===== config.mk =====
export PLATFORM = sky130hd
export DESIGN_NAME = npu_tile_sequencer_flat
export DESIGN_NICKNAME = d
export VERILOG_FILES = /design/src/rtl/npu_tile_sequencer_if.sv /design/src/rtl/npu_tile_sequencer.sv /design/src/flat_wrapper.sv
export SDC_FILE = /design/constraint.sdc
export NUM_CORES = 1
export LEC_CHECK = 0
export ABC_AREA = 1
export CAP_MARGIN = 0
export CELL_PAD_IN_SITES_DETAIL_PLACEMENT = 1
export CELL_PAD_IN_SITES_GLOBAL_PLACEMENT = 2
export CORE_MARGIN = 2
export CORE_UTILIZATION = 32
export CTS_CLUSTER_DIAMETER = 50
export DETAILED_ROUTE_END_ITERATION = 10
export PLACE_DENSITY_LB_ADDON = 0.1
export SLEW_MARGIN = 20
export SYNTH_ARGS = -nofsm -noshare
export SYNTH_HDL_FRONTEND = slang
export SYNTH_SLANG_ARGS = --single-unit

===== constraint.sdc =====
create_clock -name clk_i -period 3.78 [get_ports clk_i]
set_input_delay 0.378 -clock clk_i [delete_from_list [all_inputs] [get_ports clk_i]]
set_output_delay 0.378 -clock clk_i [all_outputs]
set_load 0.05 [all_outputs]

===== src/rtl/npu_tile_sequencer_if.sv =====
// ----------------------------------------------------------------------------
// npu_tile_sequencer_if
//  Datapath-facing bundle of the NPU tile sequencer: the paired weight /
//  activation SRAM read channel, the MAC array strobes and the output-buffer
//  write channel. The sequencer uses the master modport; the core datapath
//  and SRAM ports use the slave modport.
// ----------------------------------------------------------------------------
interface npu_tile_sequencer_if;
    logic        rd_valid;
    logic        rd_ready;
    logic [15:0] w_addr;
    logic [15:0] a_addr;
    logic        mac_en;
    logic        mac_clear;
    logic        wr_valid;
    logic        wr_ready;
    logic [14:0] o_addr;

    modport master (
        output rd_valid,
        output w_addr,
        output a_addr,
        output mac_en,
        output mac_clear,
        output wr_valid,
        output o_addr,
        input  rd_ready,
        input  wr_ready
    );

    modport slave (
        input  rd_valid,
        input  w_addr,
        input  a_addr,
        input  mac_en,
        input  mac_clear,
        input  wr_valid,
        input  o_addr,
        output rd_ready,
        output wr_ready
    );
endinterface


===== src/rtl/npu_tile_sequencer.sv =====
// ----------------------------------------------------------------------------
// npu_tile_sequencer
//  Walks one MAC array through a tiled job of M output tiles x K reduction
//  steps: issues paired weight/activation read beats, replays each accepted
//  beat RD_LAT cycles later as the MAC strobe, waits RD_LAT+MAC_LAT cycles
//  for the pipeline to drain, then writes the tile result.
//
//  Optional feature: define NPU_SEQ_PERF_CNT_EN to add perf_stall_o, a
//  saturating count of handshake stall cycles, cleared on each accepted start.
// ----------------------------------------------------------------------------
module npu_tile_sequencer #(
    parameter int CNT_W   = 16,
    parameter int RD_LAT  = 2,
    parameter int MAC_LAT = 3
) (
    input  logic                  clk_i,
    input  logic                  rst_i,
    input  logic                  start_i,
    input  logic                  abort_i,
    input  logic [CNT_W-1:0]      num_m_i,
    input  logic [CNT_W-1:0]      num_k_i,
    input  logic [15:0]           w_base_i,
    input  logic [15:0]           a_base_i,
    input  logic [14:0]           o_base_i,
    npu_tile_sequencer_if.master  bus,
    output logic                  busy_o,
    output logic                  done_o,
    output logic [1:0]            err_o
`ifdef NPU_SEQ_PERF_CNT_EN
    ,
    output logic [31:0]           perf_stall_o
`endif
);

    localparam int                DRAIN_CYC  = RD_LAT + MAC_LAT;
    localparam int                DRN_W      = $clog2(DRAIN_CYC + 1);
    localparam logic [DRN_W-1:0]  DRAIN_LAST = DRN_W'(DRAIN_CYC - 1);
    localparam logic [DRN_W-1:0]  DRN_ZERO   = DRN_W'(0);
    localparam logic [DRN_W-1:0]  DRN_ONE    = DRN_W'(1);
    localparam logic [CNT_W-1:0]  CNT_ZERO   = CNT_W'(0);
    localparam logic [CNT_W-1:0]  CNT_ONE    = CNT_W'(1);

    typedef enum logic [2:0] {
        ST_IDLE  = 3'd0,
        ST_RUN   = 3'd1,
        ST_DRAIN = 3'd2,
        ST_WRITE = 3'd3,
        ST_DONE  = 3'd4
    } state_e;

    state_e             state_q, state_d, state_nxt_s;
    logic [CNT_W-1:0]   num_m_q, num_m_d;
    logic [CNT_W-1:0]   num_k_q, num_k_d;
    logic [15:0]        w_base_q, w_base_d;
    logic [CNT_W-1:0]   k_cnt_q, k_cnt_d;
    logic [CNT_W-1:0]   m_cnt_q, m_cnt_d;
    logic [DRN_W-1:0]   drn_cnt_q, drn_cnt_d;
    logic [15:0]        w_addr_q, w_addr_d;
    logic [15:0]        a_addr_q, a_addr_d;
    logic [14:0]        o_addr_q, o_addr_d;
    logic [RD_LAT-1:0]  en_dl_q, en_dl_d;
    logic [RD_LAT-1:0]  clr_dl_q, clr_dl_d;
    logic               rd_valid_q, rd_valid_d;
    logic               wr_valid_q, wr_valid_d;
    logic               busy_q, busy_d;
    logic               done_q, done_d;
    logic [1:0]         err_q, err_d, err_nxt_s;

    logic               beat_s;
    logic               wr_acc_s;
    logic               zero_job_s;
    logic               last_k_s;
    logic               last_m_s;
    logic               start_acc_s;

    assign beat_s      = rd_valid_q & bus.rd_ready;
    assign wr_acc_s    = wr_valid_q & bus.wr_ready;
    assign zero_job_s  = (num_m_i == CNT_ZERO) || (num_k_i == CNT_ZERO);
    assign last_k_s    = (k_cnt_q == (num_k_q - CNT_ONE));
    assign last_m_s    = (m_cnt_q == (num_m_q - CNT_ONE));
    assign start_acc_s = (state_q == ST_IDLE) && start_i && !abort_i;

    // Next-state, pointer/counter and registered-output computation.
    always_comb begin
        state_nxt_s = state_q;
        err_nxt_s   = err_q;
        num_m_d     = num_m_q;
        num_k_d     = num_k_q;
        w_base_d    = w_base_q;
        k_cnt_d     = k_cnt_q;
        m_cnt_d     = m_cnt_q;
        drn_cnt_d   = drn_cnt_q;
        w_addr_d    = w_addr_q;
        a_addr_d    = a_addr_q;
        o_addr_d    = o_addr_q;

        case (state_q)
            ST_IDLE: begin
                if (start_i) begin
                    num_m_d  = num_m_i;
                    num_k_d  = num_k_i;
                    w_base_d = w_base_i;
                    k_cnt_d  = CNT_ZERO;
                    m_cnt_d  = CNT_ZERO;
                    w_addr_d = w_base_i;
                    a_addr_d = a_base_i;
                    o_addr_d = o_base_i;
                    if (zero_job_s) begin
                        err_nxt_s   = 2'b01;
                        state_nxt_s = ST_DONE;
                    end else begin
                        err_nxt_s   = 2'b00;
                        state_nxt_s = ST_RUN;
                    end
                end else begin
                    state_nxt_s = ST_IDLE;
                end
            end
            ST_RUN: begin
                if (start_i) begin
                    err_nxt_s[1] = 1'b1;
                end else begin
                    err_nxt_s = err_q;
                end
                if (beat_s) begin
                    // Activation pointer runs across tiles: m*K + k without a multiplier.
                    k_cnt_d  = k_cnt_q + CNT_ONE;
                    w_addr_d = w_addr_q + 16'd1;
                    a_addr_d = a_addr_q + 16'd1;
                    if (last_k_s) begin
                        drn_cnt_d   = DRN_ZERO;
                        state_nxt_s = ST_DRAIN;
                    end else begin
                        state_nxt_s = ST_RUN;
                    end
                end else begin
                    state_nxt_s = ST_RUN;
                end
            end
            ST_DRAIN: begin
                if (start_i) begin
                    err_nxt_s[1] = 1'b1;
                end else begin
                    err_nxt_s = err_q;
                end
                if (drn_cnt_q == DRAIN_LAST) begin
                    state_nxt_s = ST_WRITE;
                end else begin
                    drn_cnt_d   = drn_cnt_q + DRN_ONE;
                    state_nxt_s = ST_DRAIN;
                end
            end
            ST_WRITE: begin
                if (start_i) begin
                    err_nxt_s[1] = 1'b1;
                end else begin
                    err_nxt_s = err_q;
                end
                if (wr_acc_s) begin
                    if (last_m_s) begin
                        state_nxt_s = ST_DONE;
                    end else begin
                        m_cnt_d     = m_cnt_q + CNT_ONE;
                        o_addr_d    = o_addr_q + 15'd1;
                        k_cnt_d     = CNT_ZERO;
                        w_addr_d    = w_base_q;
                        state_nxt_s = ST_RUN;
                    end
                end else begin
                    state_nxt_s = ST_WRITE;
                end
            end
            ST_DONE: begin
                state_nxt_s = ST_IDLE;
            end
            default: begin
                state_nxt_s = ST_IDLE;
            end
        endcase

        // Abort wins over everything, including a start in the same cycle.
        if (abort_i) begin
            state_d = ST_IDLE;
            err_d   = err_q;
        end else begin
            state_d = state_nxt_s;
            err_d   = err_nxt_s;
        end

        rd_valid_d = (state_d == ST_RUN);
        wr_valid_d = (state_d == ST_WRITE);
        busy_d     = (state_d == ST_RUN) || (state_d == ST_DRAIN) || (state_d == ST_WRITE);
        done_d     = (state_d == ST_DONE);
    end

    // Read-data alignment delay line: accepted beat emerges RD_LAT cycles later as the MAC strobe.
    always_comb begin
        en_dl_d  = en_dl_q;
        clr_dl_d = clr_dl_q;
        if (abort_i) begin
            en_dl_d  = {RD_LAT{1'b0}};
            clr_dl_d = {RD_LAT{1'b0}};
        end else begin
            en_dl_d[0]  = beat_s;
            clr_dl_d[0] = beat_s && (k_cnt_q == CNT_ZERO);
            for (int i = 1; i < RD_LAT; i++) begin
                en_dl_d[i]  = en_dl_q[i-1];
                clr_dl_d[i] = clr_dl_q[i-1];
            end
        end
    end

    // State, pointers, delay line and output registers with synchronous reset.
    always_ff @(posedge clk_i) begin
        if (rst_i) begin
            state_q    <= ST_IDLE;
            num_m_q    <= CNT_ZERO;
            num_k_q    <= CNT_ZERO;
            w_base_q   <= 16'd0;
            k_cnt_q    <= CNT_ZERO;
            m_cnt_q    <= CNT_ZERO;
            drn_cnt_q  <= DRN_ZERO;
            w_addr_q   <= 16'd0;
            a_addr_q   <= 16'd0;
            o_addr_q   <= 15'd0;
            en_dl_q    <= {RD_LAT{1'b0}};
            clr_dl_q   <= {RD_LAT{1'b0}};
            rd_valid_q <= 1'b0;
            wr_valid_q <= 1'b0;
            busy_q     <= 1'b0;
            done_q     <= 1'b0;
            err_q      <= 2'b00;
        end else begin
            state_q    <= state_d;
            num_m_q    <= num_m_d;
            num_k_q    <= num_k_d;
            w_base_q   <= w_base_d;
            k_cnt_q    <= k_cnt_d;
            m_cnt_q    <= m_cnt_d;
            drn_cnt_q  <= drn_cnt_d;
            w_addr_q   <= w_addr_d;
            a_addr_q   <= a_addr_d;
            o_addr_q   <= o_addr_d;
            en_dl_q    <= en_dl_d;
            clr_dl_q   <= clr_dl_d;
            rd_valid_q <= rd_valid_d;
            wr_valid_q <= wr_valid_d;
            busy_q     <= busy_d;
            done_q     <= done_d;
            err_q      <= err_d;
        end
    end

    assign bus.rd_valid  = rd_valid_q;
    assign bus.w_addr    = w_addr_q;
    assign bus.a_addr    = a_addr_q;
    assign bus.mac_en    = en_dl_q[RD_LAT-1];
    assign bus.mac_clear = clr_dl_q[RD_LAT-1];
    assign bus.wr_valid  = wr_valid_q;
    assign bus.o_addr    = o_addr_q;
    assign busy_o        = busy_q;
    assign done_o        = done_q;
    assign err_o         = err_q;

`ifdef NPU_SEQ_PERF_CNT_EN
    logic [31:0] perf_q, perf_d;
    logic        stall_s;

    assign stall_s = (rd_valid_q & ~bus.rd_ready) | (wr_valid_q & ~bus.wr_ready);

    // Saturating stall-cycle counter, restarted by each accepted start.
    always_comb begin
        perf_d = perf_q;
        if (start_acc_s) begin
            perf_d = 32'd0;
        end else if (stall_s && (perf_q != 32'hFFFF_FFFF)) begin
            perf_d = perf_q + 32'd1;
        end else begin
            perf_d = perf_q;
        end
    end

    // Stall counter register.
    always_ff @(posedge clk_i) begin
        if (rst_i) begin
            perf_q <= 32'd0;
        end else begin
            perf_q <= perf_d;
        end
    end

    assign perf_stall_o = perf_q;
`else
    logic unused_start_acc_s;
    assign unused_start_acc_s = start_acc_s;
`endif

endmodule


===== src/flat_wrapper.sv =====
// flat-port wrapper written by rule: the top's interface ports become plain ports
module npu_tile_sequencer_flat 
#(
    parameter int CNT_W   = 16,
    parameter int RD_LAT  = 2,
    parameter int MAC_LAT = 3
)
  (clk_i, rst_i, start_i, abort_i, num_m_i, num_k_i, w_base_i, a_base_i, o_base_i, busy_o, done_o, err_o, bus_rd_valid, bus_w_addr, bus_a_addr, bus_mac_en, bus_mac_clear, bus_wr_valid, bus_o_addr, bus_rd_ready, bus_wr_ready);
  npu_tile_sequencer_if bus_i ();
  input  logic clk_i;
  input  logic rst_i;
  input  logic start_i;
  input  logic abort_i;
  input  logic [CNT_W-1:0] num_m_i;
  input  logic [CNT_W-1:0] num_k_i;
  input  logic [15:0] w_base_i;
  input  logic [15:0] a_base_i;
  input  logic [14:0] o_base_i;
  output logic busy_o;
  output logic done_o;
  output logic [1:0] err_o;
  output wire logic [$bits(bus_i.rd_valid)-1:0] bus_rd_valid;
  output wire logic [$bits(bus_i.w_addr)-1:0] bus_w_addr;
  output wire logic [$bits(bus_i.a_addr)-1:0] bus_a_addr;
  output wire logic [$bits(bus_i.mac_en)-1:0] bus_mac_en;
  output wire logic [$bits(bus_i.mac_clear)-1:0] bus_mac_clear;
  output wire logic [$bits(bus_i.wr_valid)-1:0] bus_wr_valid;
  output wire logic [$bits(bus_i.o_addr)-1:0] bus_o_addr;
  input wire logic [$bits(bus_i.rd_ready)-1:0] bus_rd_ready;
  input wire logic [$bits(bus_i.wr_ready)-1:0] bus_wr_ready;
  assign bus_rd_valid = bus_i.rd_valid;
  assign bus_w_addr = bus_i.w_addr;
  assign bus_a_addr = bus_i.a_addr;
  assign bus_mac_en = bus_i.mac_en;
  assign bus_mac_clear = bus_i.mac_clear;
  assign bus_wr_valid = bus_i.wr_valid;
  assign bus_o_addr = bus_i.o_addr;
  assign bus_i.rd_ready = bus_rd_ready;
  assign bus_i.wr_ready = bus_wr_ready;
  npu_tile_sequencer #(.CNT_W(CNT_W), .RD_LAT(RD_LAT), .MAC_LAT(MAC_LAT)) u_core (.clk_i(clk_i), .rst_i(rst_i), .start_i(start_i), .abort_i(abort_i), .num_m_i(num_m_i), .num_k_i(num_k_i), .w_base_i(w_base_i), .a_base_i(a_base_i), .o_base_i(o_base_i), .bus(bus_i), .busy_o(busy_o), .done_o(done_o), .err_o(err_o));
endmodule

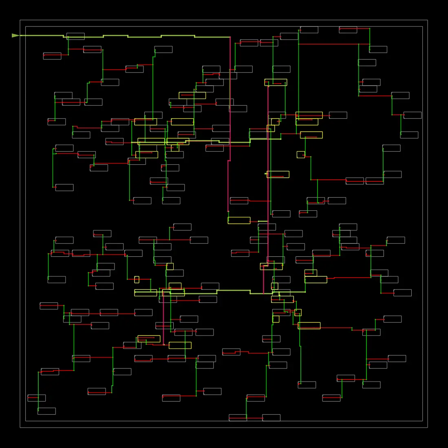
(clock wiring as the flow saved it)
clock buffer count: 19
Clock Sinks: 143
clock-net power: 1800 µW
CTS Buf Count: 17

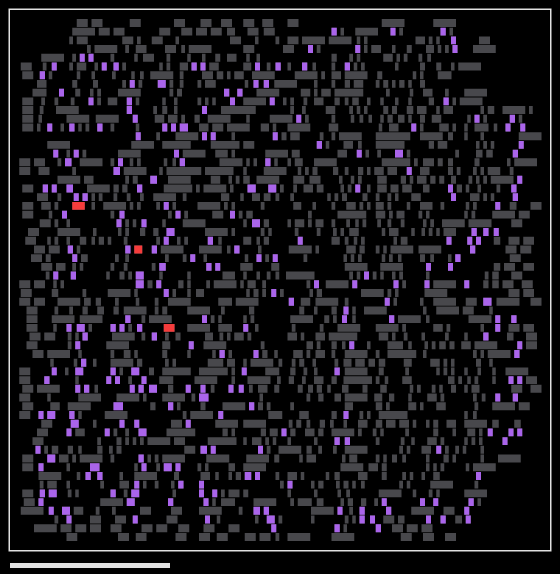
(selected gate families)
The bar under the picture is 50 µm long.
- red: non-inverting ao/oa cells (cells 3)
- purple: aoi and oai cells (cells 255; where all over the die)

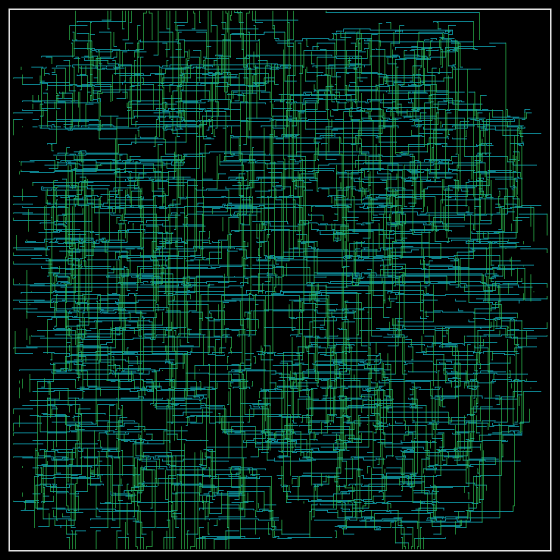
(signal wires by layer)
Only two layers are drawn.
- green: M2 (wire length 13200 µm)
- cyan: M1 (wire length 15100 µm)
gr usage total: 20.86%
wire per inst: 16.27 µm
vias: 8941

==> out/results.ini <==
[worst_setup_path]
critPathTopFamily=simple AND/OR/NAND/NOR gates
rr_startpoint=u_core.state_q[0]
path_buffers=4
arrival_ns=3.15
start_kind=register
cp_slowest_cell=inv_2
cp-startpoint=u_core.state_q[0]
worstPathRequired_ns=4.14
worst_r2r_endpoint=u_core.m_cnt_q[1]
crit_type=reg2reg
crit_chain=inv_1, nor2_4, inv_2, nor2_2, inv_1, nand2_1, nand3_2, inv_2, nand3_1, a21oi_1
r2r_slack_ns=0.99
reg2reg_depth=10
cpPeakStageDelay_ns=0.53
end_kind=register
crit_path_max_fanout=29
cp_num_cells=10
endpoint=u_core.m_cnt_q[1]

[detailed_routing]
wl_met3_um=779
wl_met2_um=13150
totalWireLength_um=29200
drtIter0Drc=442
first_pass_iters=4
vias_per_cell=4.981
drcViolationCount=0
wl_met1_um=15060
antenna_left=0
top_layer=met4

[layout]
regArea_um2=2863
drive_above_1_share_pct=5.021
fin_cells=1795
utilization_pct=40.69
logic_area_um2=5039
final_area_um2=10900
finish.net_count=1537
antenna_cells=0
nFillCells=3444
area_delta_synth_final_pct=25.78

[worst_hold_path]
hold_path_startpoint=rst_i
whs_path_depth=2
holdPathEnd=u_core.done_o
hold_class=in2reg

[global_route]
grt_use_met1_pct=29.21
grt_pass1_vias=9196
grt_antenna_before_repair=0
overflow=0
grt-busiest-layer=met2
grt_pass1_wl_um=48260
use_met2_pct=34.41
grt_max_degree=69
met3_usage_pct=3.016

[placement]
dp.cells=1764
hpwlAfterDp_um=21120
gp_congestion=0.7941
detailedPlace.worstSlack_ns=0.9513
port_buffers=139
place_area_um2=10290

[run_status]
outcome=finished, final reports clean

[timing]
period_used_pct=73.85
finalHoldViolations=0
finalSetupTns_ns=0
min_period_ns=2.792
hold_ws_ns=0.3080
rsz0062_at_grt=false
fin_skew_ns=0.01568
timing.fmax_ghz=0.3582
slew_viol_final=0
finalWorstSetupSlack_ns=0.9884
slew_headroom_pct=45.47
worst_pin_slew_ns=0.8179
setup_viol=0

[floorplanning]
die_h_um=168.6
pin_count=140
die_w_um=168.6
initial_utilization_pct=32.35
core_area_um2=26800
rows=60
die-area_um2=28420

[logic_synthesis]
synth.most_common_cell=nand2_1
area_leaders=dfxtp_1 33%, nand2_1 14%, a21oi_1 7.4%
synth-seq-cells=143
netlist_instances=1335
largest_area_cell=dfxtp_1
yosys-stat-area_um2=8670
ff_type=dfxtp_1
edf_count=0
ys_top_logic_family=simple AND/OR/NAND/NOR gates
mux_share_pct=0.1155
fa_ha_area_share_pct=1.443
xor_share_pct=7.981
netlist_area_um2=8670
synth_area_per_cell_um2=6.494
ys_cells=1335
top_area_share_pct=33.02
synth_warnings=0
ys_seq_share_pct=33.02
syn_nets=1430
yosys.cell_types.count=48
synth.cellmix.simpleShare_pct=32.56
synthArstFlopShare_pct=0
synthTopCellsByCount=328 x nand2_1, 143 x dfxtp_1, 140 x nor2_1, 129 x a21oi_1, 122 x inv_1
ys_sh_aoi_pct=15.99

[power]
power_uw=4424
p_leak_uw=0.004247
vdd_drop_max_v=0.0002915
p_per_area_nw_per_um2=405.7

[clock_network]
hold_buffers=0
clk_pin_slew_ns=0.07
cts_setup_buffers=0
cts_tree=built
h-tree-depth=4
cts_resized=0
clockRootBuffer=clkbuf_16
insertion_delay_ns=0.43
clock_path_buffers=2

[run]
max_cap_violations=0
warnings=28

[cell usage in the layout, fill, tap and decap left out, drive strengths merged, types with 19 or more instances in the layout]
cell type        n
a21oi          129
clkbuf          19
clkdlybuf4s50  138
dfxtp          143
inv            130
nand2          331
nand3           99
nor2           150
nor3            19
o21ai           91
xnor2           19
xor2            60
[final cells by class]
type	count	area share, %
clock buffers	19	4.154
clock inverters	12	1.469
inverters	131	4.509
multi-input cells	999	46.21
flip-flops and latches	143	26.25
well taps	341	3.913
repair buffers	150	13.49
[power by group]
group	internal [µW]	leakage (µW)	switching [µW]
combinational	344	0.00279	599
sequential	1590	0.00117	92.5
clock	1070	0.000288	722
No activity file was given, so power comes from the tool's default toggle rates.
